## src/rtl/fnd_pkg.sv

```systemverilog
// Shared constants for the FND scan driver: active-low hex font and the digit-select off level.
package fnd_pkg;

    localparam logic [7:0] FONT_BLANK = 8'hFF;

    // Index = nibble value; bit 7 (dp) is replaced by the decoder.
    localparam logic [7:0] FONT_TABLE [16] = '{
        8'hC0, 8'hF9, 8'hA4, 8'hB0, 8'h99, 8'h92, 8'h82, 8'hF8,
        8'h80, 8'h90, 8'h88, 8'h83, 8'hC6, 8'hA1, 8'h86, 8'h8E
    };

    function automatic logic digit_off(input logic active_low);
        return active_low;
    endfunction

endpackage

```

## src/rtl/fnd_font_decode.sv

```systemverilog
// Hex nibble to active-low 7-segment font with decimal point and a dark override.
module fnd_font_decode
    import fnd_pkg::*;
(
    input  logic [3:0] value,
    input  logic       dp,
    input  logic       dark,
    output logic [7:0] font
);

    always_comb begin
        font = {~dp, FONT_TABLE[value][6:0]};
        if (dark) begin
            font = FONT_BLANK;
        end
    end

endmodule

```

## src/rtl/fnd_scan_controller.sv

```systemverilog
// Time-multiplexed FND driver: prescaled digit scan, per-frame input shadowing,
// per-digit and leading-zero blanking, registered digit select and font.
module fnd_scan_controller
    import fnd_pkg::*;
#(
    parameter int unsigned DIGITS           = 4,
    parameter int unsigned CLK_HZ           = 100_000_000,
    parameter int unsigned SCAN_HZ          = 1000,
    parameter int unsigned DIGIT_ACTIVE_LOW = 1
) (
    input  logic                  i_clk,
    input  logic                  i_reset,
    input  logic [4*DIGITS-1:0]   i_value,
    input  logic [DIGITS-1:0]     i_dp,
    input  logic [DIGITS-1:0]     i_blank,
    input  logic                  i_lzb,
    output logic [DIGITS-1:0]     o_digit,
    output logic [7:0]            o_font
);

    localparam int unsigned DIV = CLK_HZ / SCAN_HZ;
    localparam int unsigned PW  = (DIV > 1) ? $clog2(DIV) : 1;
    localparam int unsigned IW  = $clog2(DIGITS);
    localparam logic [PW-1:0] PRE_LAST = PW'(DIV - 1);
    localparam logic [IW-1:0] IDX_LAST = IW'(DIGITS - 1);
    localparam logic          OFF      = digit_off(DIGIT_ACTIVE_LOW != 0);

    logic [PW-1:0]         prescaler;
    logic [IW-1:0]         index;
    logic [4*DIGITS-1:0]   shadow_value;
    logic [DIGITS-1:0]     shadow_dp;
    logic [DIGITS-1:0]     shadow_blank;
    logic                  shadow_lzb;

    logic                  tick;
    logic [DIGITS-1:0]     sel_onehot;
    logic [DIGITS-1:0]     lz_dark;
    logic                  lz_run;
    logic [3:0]            cur_value;
    logic                  cur_dp;
    logic                  cur_dark;
    logic [7:0]            next_font;

    assign tick = (prescaler == PRE_LAST);

    always_comb begin
        sel_onehot = '0;
        lz_dark    = '0;
        lz_run     = shadow_lzb;
        cur_value  = '0;
        cur_dp     = 1'b0;
        cur_dark   = 1'b0;
        // Walk down from the most significant digit; blanking stops at the
        // first non-zero nibble or lit DP, and digit 0 is never considered.
        for (int unsigned k = DIGITS - 1; k > 0; k--) begin
            lz_run     = lz_run & (shadow_value[4*k +: 4] == 4'h0) & ~shadow_dp[k];
            lz_dark[k] = lz_run;
        end
        for (int unsigned k = 0; k < DIGITS; k++) begin
            if (index == IW'(k)) begin
                sel_onehot[k] = 1'b1;
                cur_value     = shadow_value[4*k +: 4];
                cur_dp        = shadow_dp[k];
                cur_dark      = shadow_blank[k] | lz_dark[k];
            end
        end
    end

    fnd_font_decode u_font (
        .value (cur_value),
        .dp    (cur_dp),
        .dark  (cur_dark),
        .font  (next_font)
    );

    always_ff @(posedge i_clk) begin
        if (i_reset) begin
            prescaler    <= '0;
            index        <= '0;
            shadow_value <= '0;
            shadow_dp    <= '0;
            shadow_blank <= '1;
            shadow_lzb   <= 1'b0;
            o_font       <= FONT_BLANK;
            o_digit      <= {DIGITS{OFF}};
        end else begin
            if (tick) begin
                prescaler <= '0;
                if (index == IDX_LAST) begin
                    index        <= '0;
                    shadow_value <= i_value;
                    shadow_dp    <= i_dp;
                    shadow_blank <= i_blank;
                    shadow_lzb   <= i_lzb;
                end else begin
                    index <= index + 1'b1;
                end
            end else begin
                prescaler <= prescaler + 1'b1;
            end
            o_font  <= next_font;
            o_digit <= OFF ? ~sel_onehot : sel_onehot;
        end
    end

endmodule

```

## config.mk

```make
export PLATFORM = sky130hd
export DESIGN_NAME = fnd_scan_controller
export DESIGN_NICKNAME = d
export VERILOG_FILES = /design/src/rtl/fnd_pkg.sv /design/src/rtl/fnd_font_decode.sv /design/src/rtl/fnd_scan_controller.sv
export SDC_FILE = /design/constraint.sdc
export NUM_CORES = 1
export LEC_CHECK = 0
export CORE_ASPECT_RATIO = 0.7
export CORE_MARGIN = 5
export CORE_UTILIZATION = 49
export DETAILED_ROUTE_END_ITERATION = 8
export PLACE_DENSITY = 0.76
export SLEW_MARGIN = 15
export SYNTH_ARGS = -nofsm -noshare
export SYNTH_HDL_FRONTEND = slang
export SYNTH_SLANG_ARGS = --single-unit
```

## constraint.sdc

```tcl
create_clock -name i_clk -period 2.4 [get_ports i_clk]
set_clock_uncertainty 0.15 [all_clocks]
set_input_delay 0.36 -clock i_clk [delete_from_list [all_inputs] [get_ports i_clk]]
set_output_delay 0.36 -clock i_clk [all_outputs]
set_load 0.005 [all_outputs]
```

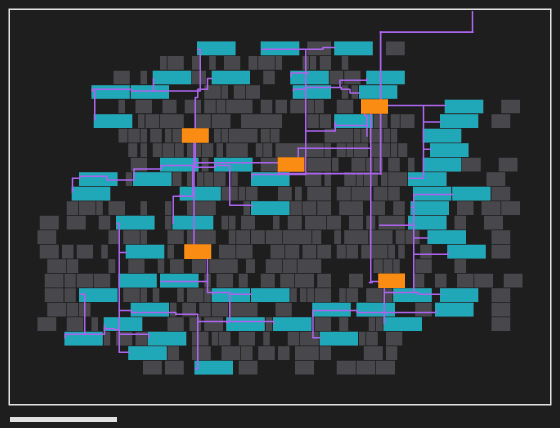
*Routed clock nets over the placement*
The bar under the picture is 20 um long.
legend:
  clock-net drivers:
    colour: orange
    count: 5
  clock wires:
    colour: purple
    length: 638 um
  flip-flops:
    colour: cyan
    count: 56
routed clock nets: 6

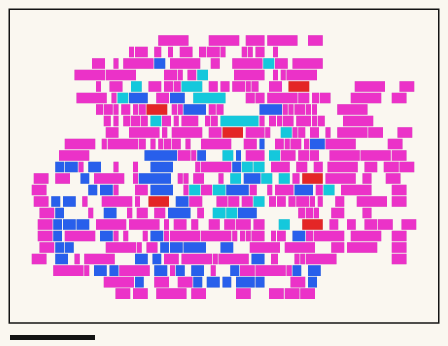
*Drive-strength map*
The bar under the picture is 20 um long.
legend:
  x1 and smaller:
    colour: magenta
    cells: 270
    most_used: dfxtp_1
  x2:
    colour: blue
    cells: 62
    most_used: nand2_2
  x6 and larger:
    colour: red
    cells: 6
    most_used: clkbuf_8
  x3 and x4:
    colour: cyan
    cells: 23
    most_used: buf_4

==> CHANGELOG.md <==
### Implementation results

* Cell Type Count at roughly 53
* Setup CP Type: reg -> reg
* Total Wirelength at ~6300 um
* Synth top area cells: dfxtp_1 (39%), a21oi_2 (6.1%), nand2_1 (5.4%), ha_1 (4.8%), nand2_2 (4.6%)
* Fillers at about 520
* Max IR drop VDD at 0.180 mV
* Die span in x at between 100 and 150 um
* MaxCap Viol Count at 0
* Cts hold-fix bufs at 0
* Routability cong. at just under 0.9
* Post-synth top flop: dfxtp_1
* Worst setup path start: index[0]
* R2R setup slack at approximately 0.11 ns
* End of the critical path: o_font[3]
* CP Launch Type: flop
* Antenna violations before repair at 0
* Worst slew pin tran at roughly 0.49 ns
* Core area at about 0.0057 mm^2
* Final Non-Filler Cells at about 440
* Synth warn at 0
* Total track usage at 17.0%
* Tmin final at 2.29 ns
* Worst-path fanout max at 10
* Async set or reset register ratio after synthesis at 0%
* Post-Synthesis Cells at 313
* Via density at 5.31
* Hpwl dp at between 4000 and 5000 um
* Synthesized registers at ~56
* Status: finished, final reports clean
* First-pass GRT wire length at about 10,000 um
* Clk sinks at 56
* Die H at about 74 um
* Vias in the first global route at 2,235
* Grt total ovfl at 0
* Share of post-route cells with drive strength above 1 at between 20% and 30%
* Yosys cell count at approximately 310
* Wire per inst at ~14 um
* Critical Path RT at 2.41 ns
* FF-to-FF End: o_font[3]
* Hold crit path type: reg -> reg
* Max-slew violations at 0
* Floorplan utilization at 50.1%
* Top-level I/O count at 39
* Later-pin clock latency in the skew report at between 0.3 and 0.4 ns
* Vias at between 2,000 and 2,500
* DRC viols at 0
* Setup violators final at 0
* Largest net degree at the start of global routing at 33
* CP endpoint kind: flop
* CTS max path bufs at 2
* LEAKAGE at approximately 1.2 nW
* Syn_area_per_cell at slightly above 9 um^2
* Router iterations before antenna repair at 4
* Tot Pwr at approximately 1.5 mW
* Worst r2r src: index[0]
* Slew HR at 67.2%
* Antenna violation net count after detailed routing at 0
* Dominant comb cell: simple AND/OR/NAND/NOR gates
* Starting DRT DRC Count at between 100 and 150
* Critical Path AT at ~2.3 ns
* Row count at 23
* EDFF count, synth at 0
* Top-area cell share at 39.3%
* YS chip area at between 0.002 and 0.003 mm^2
* Compound Share, Synth at 15.8%
* Pwr dens at 450 mW/mm^2
* Clk root buf: clkbuf_8
* Clock transition at the registers of the reported paths at approximately 0.09 ns
* Number of logged tool warnings at 34
* Post-synth seq share at 39.3%
* Syn Std Cell Area at between 0.002 and 0.003 mm^2
* ANT cells at 0
* CTS H-Tree Depth at 2
* Yosys top cell by area: dfxtp_1
* Area Growth Syn to Fin at 20.5%
* Cts bufs inserted at 5
* Max frequency at about 0.44 GHz
* Total die area at about 0.0075 mm^2
* CTS tree: done
* Synthesized-area fraction occupied by adder cells at roughly 4.8%
* R2R cell count at 9
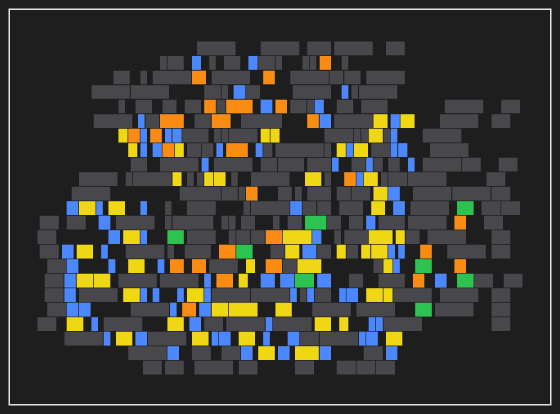
*Selected gate families*
legend:
  non-inverting ao/oa cells:
    colour: green
    cells: 8
    most_used: a211o_1
  aoi and oai cells:
    colour: yellow
    cells: 52
    most_used: a21oi_2
  and/or cells:
    colour: orange
    cells: 26
    most_used: and2_0
  nand cells:
    colour: blue
    cells: 82
    most_used: nand2_1

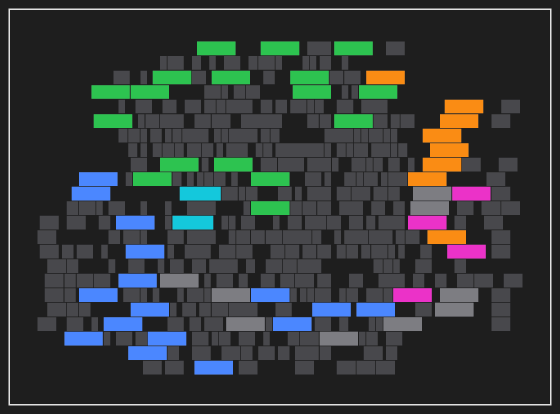
*Where the registers sit*
legend:
  shadow_blank:
    colour: magenta
    sequential_cells: 4
    where: east
  shadow_value:
    colour: blue
    sequential_cells: 16
  o_font:
    colour: orange
    sequential_cells: 8
  prescaler:
    colour: green
    sequential_cells: 17
  index:
    colour: cyan
    sequential_cells: 2
fin util: 60.3%
sequential cell area share: 32.7%
sequential power: 0.937 mW

==> power breakdown <==
part	internal, mW	leakage (nW)	switching [mW]
logic	0.0486	0.692	0.0313
registers	0.933	0.454	0.00355
clock network	0.236	0.0455	0.293
total	1.22	1.19	0.328
==> Yosys cell counts, types with 3 or more instances <==
cell      number
a211o_1        5
a211oi_1       4
a21oi_1       10
a21oi_2       20
and2_0         4
and2_1         3
and3_1         3
clkbuf_1       4
clkbuf_8       6
dfxtp_1       56
ha_1          11
inv_1         11
nand2_1       41
nand2_2       21
nand2b_1       4
nand3_1        9
nand3b_1       4
nand4_1        3
nor2_1        22
nor3_1         5
nor3b_1        3
nor4b_1        3
o211ai_1       5
o21ai_0        6
or3_1          3
or4_1          3
xnor2_1        5
xor2_1         7
==> final cells by class <==
class	instances	area, um^2	share of cell area [%]
clock buffer	8	90.1	2.62
timing repair buffer	56	515	15.0
sequential	56	1120	32.7
inverter	11	41.3	1.20
multi-input combinational	230	1570	45.8
tap	75	93.8	2.73
==> what timing repair did <==
| item | in CTS | in global routing |
|---|---|---|
| setup endpoints to repair | 5 | 10 |
| pin swaps | 1 | 3 |
| buffers inserted | 2 | 1 |
| hold endpoints to repair | 0 | 0 |
| gates resized | 3 | 16 |
| cloned | 0 | 1 |
==> layer usage <==
| metal | wire [um] | GRT usage (%) | vias to the layer above |
|---|---|---|---|
| met4 | 99 | 6.49 | 0 |
| met3 | 440 | 4.08 | 12 |
| met5 | 0 | 0 | - |
| met1 | 3090 | 23.9 | 1071 |
| li1 | - | - | 1172 |
| met2 | 2680 | 25.1 | 61 |
==> per-stage QoR <==
stage               utilization [%]  TNS [ns]  setup slack [ns]  hold slack (ns)  cell area, um^2
detailed placement             57.2    -0.172           -0.0947            0.283             3260
finish                         60.3         0             0.107            0.301             3440
CTS                            59.3         0            0.0276            0.303             3380
floorplan                         -         0            0.0652            0.263             2860
global placement               57.2         0            0.0679            0.272             3260
global route                   60.3   -0.0470           -0.0235            0.316             3440
==> state kept, by name, summed over array words and instances, names as in the netlist <==
register / flops
shadow_lzb: 1
shadow_value: 16
shadow_dp: 4
shadow_blank: 4
prescaler: 17
o_font: 8
index: 2
o_digit: 4
==> critical path, stage by stage (launching register included) <==
cell	delay, ns
dfxtp_2	0.35
inv_1	0.13
ha_2	0.24
buf_4	0.19
a211oi_2	0.06
a221o_1	0.40
buf_4	0.17
ha_1	0.19
mux2i_1	0.16
o211ai_1	0.11
==> worst min-delay path by stage <==
stage,start,end,depth (start not counted)
floorplan,prescaler[0],prescaler[0],1
global placement,prescaler[0],prescaler[0],1
detailed placement,prescaler[0],prescaler[0],1
CTS,prescaler[0],prescaler[0],1
global route,prescaler[0],prescaler[0],1
finish,prescaler[0],prescaler[0],1
==> layout by cell type, fill, tap and decap left out, types with 6 or more instances in the layout <==
cell and n:
buf_4 18, nand2_2 21, dfxtp_1 54, inv_1 9, nand2_1 41, o21ai_0 6, clkdlybuf4s50_1 38, a21oi_1 10
nand3_1 9, clkbuf_8 6, xor2_1 7, nor2_1 22, a21oi_2 20
No activity file was given, so power comes from the tool's default toggle rates.
